==> config.mk <==
export PLATFORM = sky130hd
export DESIGN_NAME = reg_write_port
export DESIGN_NICKNAME = d
export VERILOG_FILES = /design/src/rtl/regfile_pkg.sv /design/src/rtl/wl_decoder_4_16.sv /design/src/rtl/reg_write_port.sv
export SDC_FILE = /design/constraint.sdc
export NUM_CORES = 1
export LEC_CHECK = 0
export CAP_MARGIN = 20
export CORE_MARGIN = 2
export CORE_UTILIZATION = 43
export DETAILED_ROUTE_END_ITERATION = 12
export HOLD_SLACK_MARGIN = 0.02
export PLACE_DENSITY_LB_ADDON = 0.12
export SETUP_SLACK_MARGIN = 0.1
export SKIP_LAST_GASP = 1
export SYNTH_ARGS = -nofsm -noshare
export SYNTH_HDL_FRONTEND = slang
export SYNTH_HIERARCHICAL = 1
export SYNTH_SLANG_ARGS = --single-unit
==> constraint.sdc <==
create_clock -name clk -period 3.1 [get_ports clk]
set_clock_uncertainty 0.05 [all_clocks]
set_input_delay 0.62 -clock clk [delete_from_list [all_inputs] [get_ports clk]]
set_output_delay 0.62 -clock clk [all_outputs]
set_load 0.005 [all_outputs]
Routing congestion map:
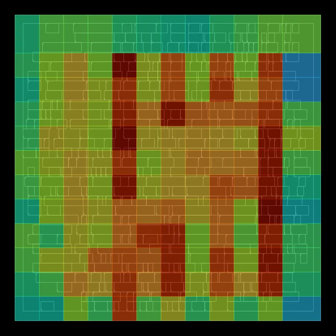
grt met2 use: 0.4413
post-DR wirelength/cell: 19.23 um

Supply network:
The bar under the picture is 20 um long. Pins as bars on the die edge. Tap cells in grey.
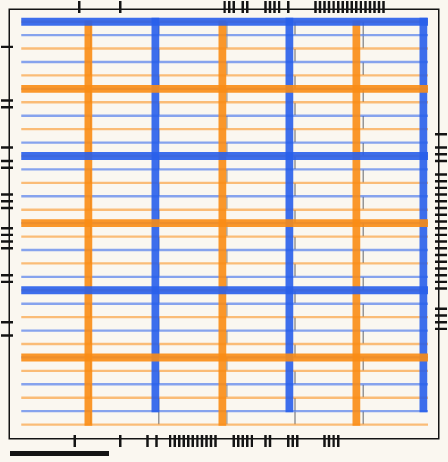
| net | colour |
|---|---|
| VSS | orange |
| VDD | blue |
met1 rails: 31
rows: 30
signal pins: 100
met4 straps: 6
tap cells: 80
Max VDD drop: 0.0004391 V
Chip Height: 86.69 um

Close-up of the layout:
Region (53, 9) to (78, 34) um. Cells in grey, sequential cells in the stronger grey; small squares are vias.
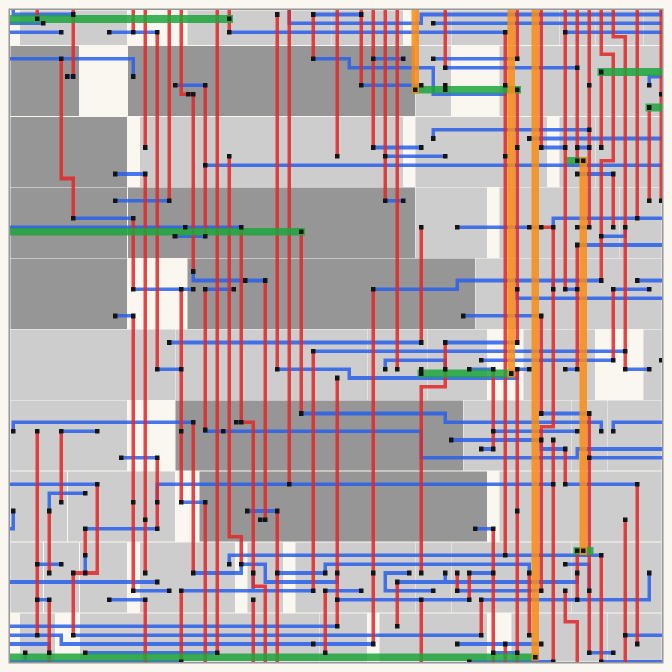
| layer | colour |
|---|---|
| metal 2 | red |
| metal 1 | blue |
| metal 3 | green |
| metal 4 | orange |
sequential cells in the window: 5
cells with their middle in the window: 43
most frequent: nand2_1 (6), edfxtp_1 (5), mux2i_1 (4)

Routed metal, one colour a layer:
Two of the layers only.
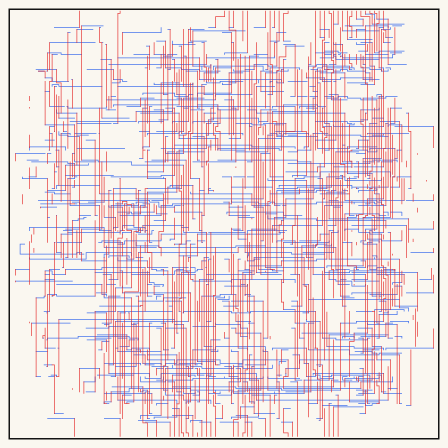
| layer | colour | wire length |
|---|---|---|
| metal 2 | red | 5320 um |
| metal 1 | blue | 3860 um |
via count: 2872
DRT Wirelength: 9981 um
GRT Overall Usage: 0.2491

==> flow_summary.ini <==
; physical design summary
[status]
status = finished with violations
violations = setup timing

[setup_path]
path_buffers = 6
cp_top_family = buffers and inverters
worstSetupEndpointType = output pin
critPathArrivalTime_ns = 2.61
cp_max_fo = 4
cp_cell_sequence = buf_6 -> buf_4 -> mux2i_1 -> buf_4 -> xnor2_2 -> or4_4 -> buf_12 -> buf_6 -> o31ai_2 -> buf_2
required_ns = 2.43

[synthesis]
synth.area.mux_share = 0.1464
syn_area_per_cell_um2 = 10.77
top_cells_by_area = edfxtp_1, mux2_2, mux2i_1
synth_top_cell_by_count = edfxtp_1
synth-xor-area-share = 0.05362
syn_nets = 307
synthSimpleGateAreaFrac = 0.1587
ys_top_logic_family = simple AND/OR/NAND/NOR gates
synthDistinctLibCells = 36
ys_area_mm2 = 0.002940
synthArstFlopShare = 0
synth_seq_share = 0.4562
common_cells = edfxtp_1, nand2_1, nor2_1

[global_routing]
overflow = 0
antenna_found_initial = 0
met1_usage = 0.3076
grt_first_pass_wirelength_um = 14180

[power]
comb_power_uw = 1490
clkPwrFrac = 0.129
combPwrFrac = 0.538
powerClk_uw = 357
internal_power_uw = 1693
p_per_area_mw_per_mm2 = 535.6
p_seq_uw = 920
leakagePower_uw = 0.002105

[route]
top_layer_used = met4
drt-pass1-iter-count = 4
ant_nets = 0
wl_met3_um = 522
drt-vias-per-instance = 5.534
met2WireLength_um = 5318

[finish]
inv_count = 7
fill_cells = 445
lay_top_cells = edfxtp_1, clkdlybuf4s50_1, nor2_1, buf_4, buf_2
n_all_buffers = 174
final_design_area_no_fill_mm2 = 0.005159
largest_reg_flops = 40
diodes = 0
comb_cells = 203
drive_above_1_share = 0.4966
final_common_cell = edfxtp_1
area.sequential_mm2 = 0.001344

[final_timing]
slew_headroom = 0.5992
finalCriticalPeriod_ns = 3.284
finalSetupViolCount = 28
setup_ws_ns = -0.1835
hold_viol = 0
max_freq_ghz = 0.3045

[die]
row_count = 30
dieArea_mm2 = 0.007515
io_pins = 100

[job]
warnings = 28

[clocking]
clkTransAtPathRegs_ns = 0.08
cts.sinks = 47
h-tree-depth = 2
cts-root-buf = clkbuf_8
insertion_delay_ns = 0.30

[worst_hold_path]
hold_depth = 2

[placed_design]
dpl-instance-area_mm2 = 0.004161
post-place-cells = 462
gp_congestion = 0.7694
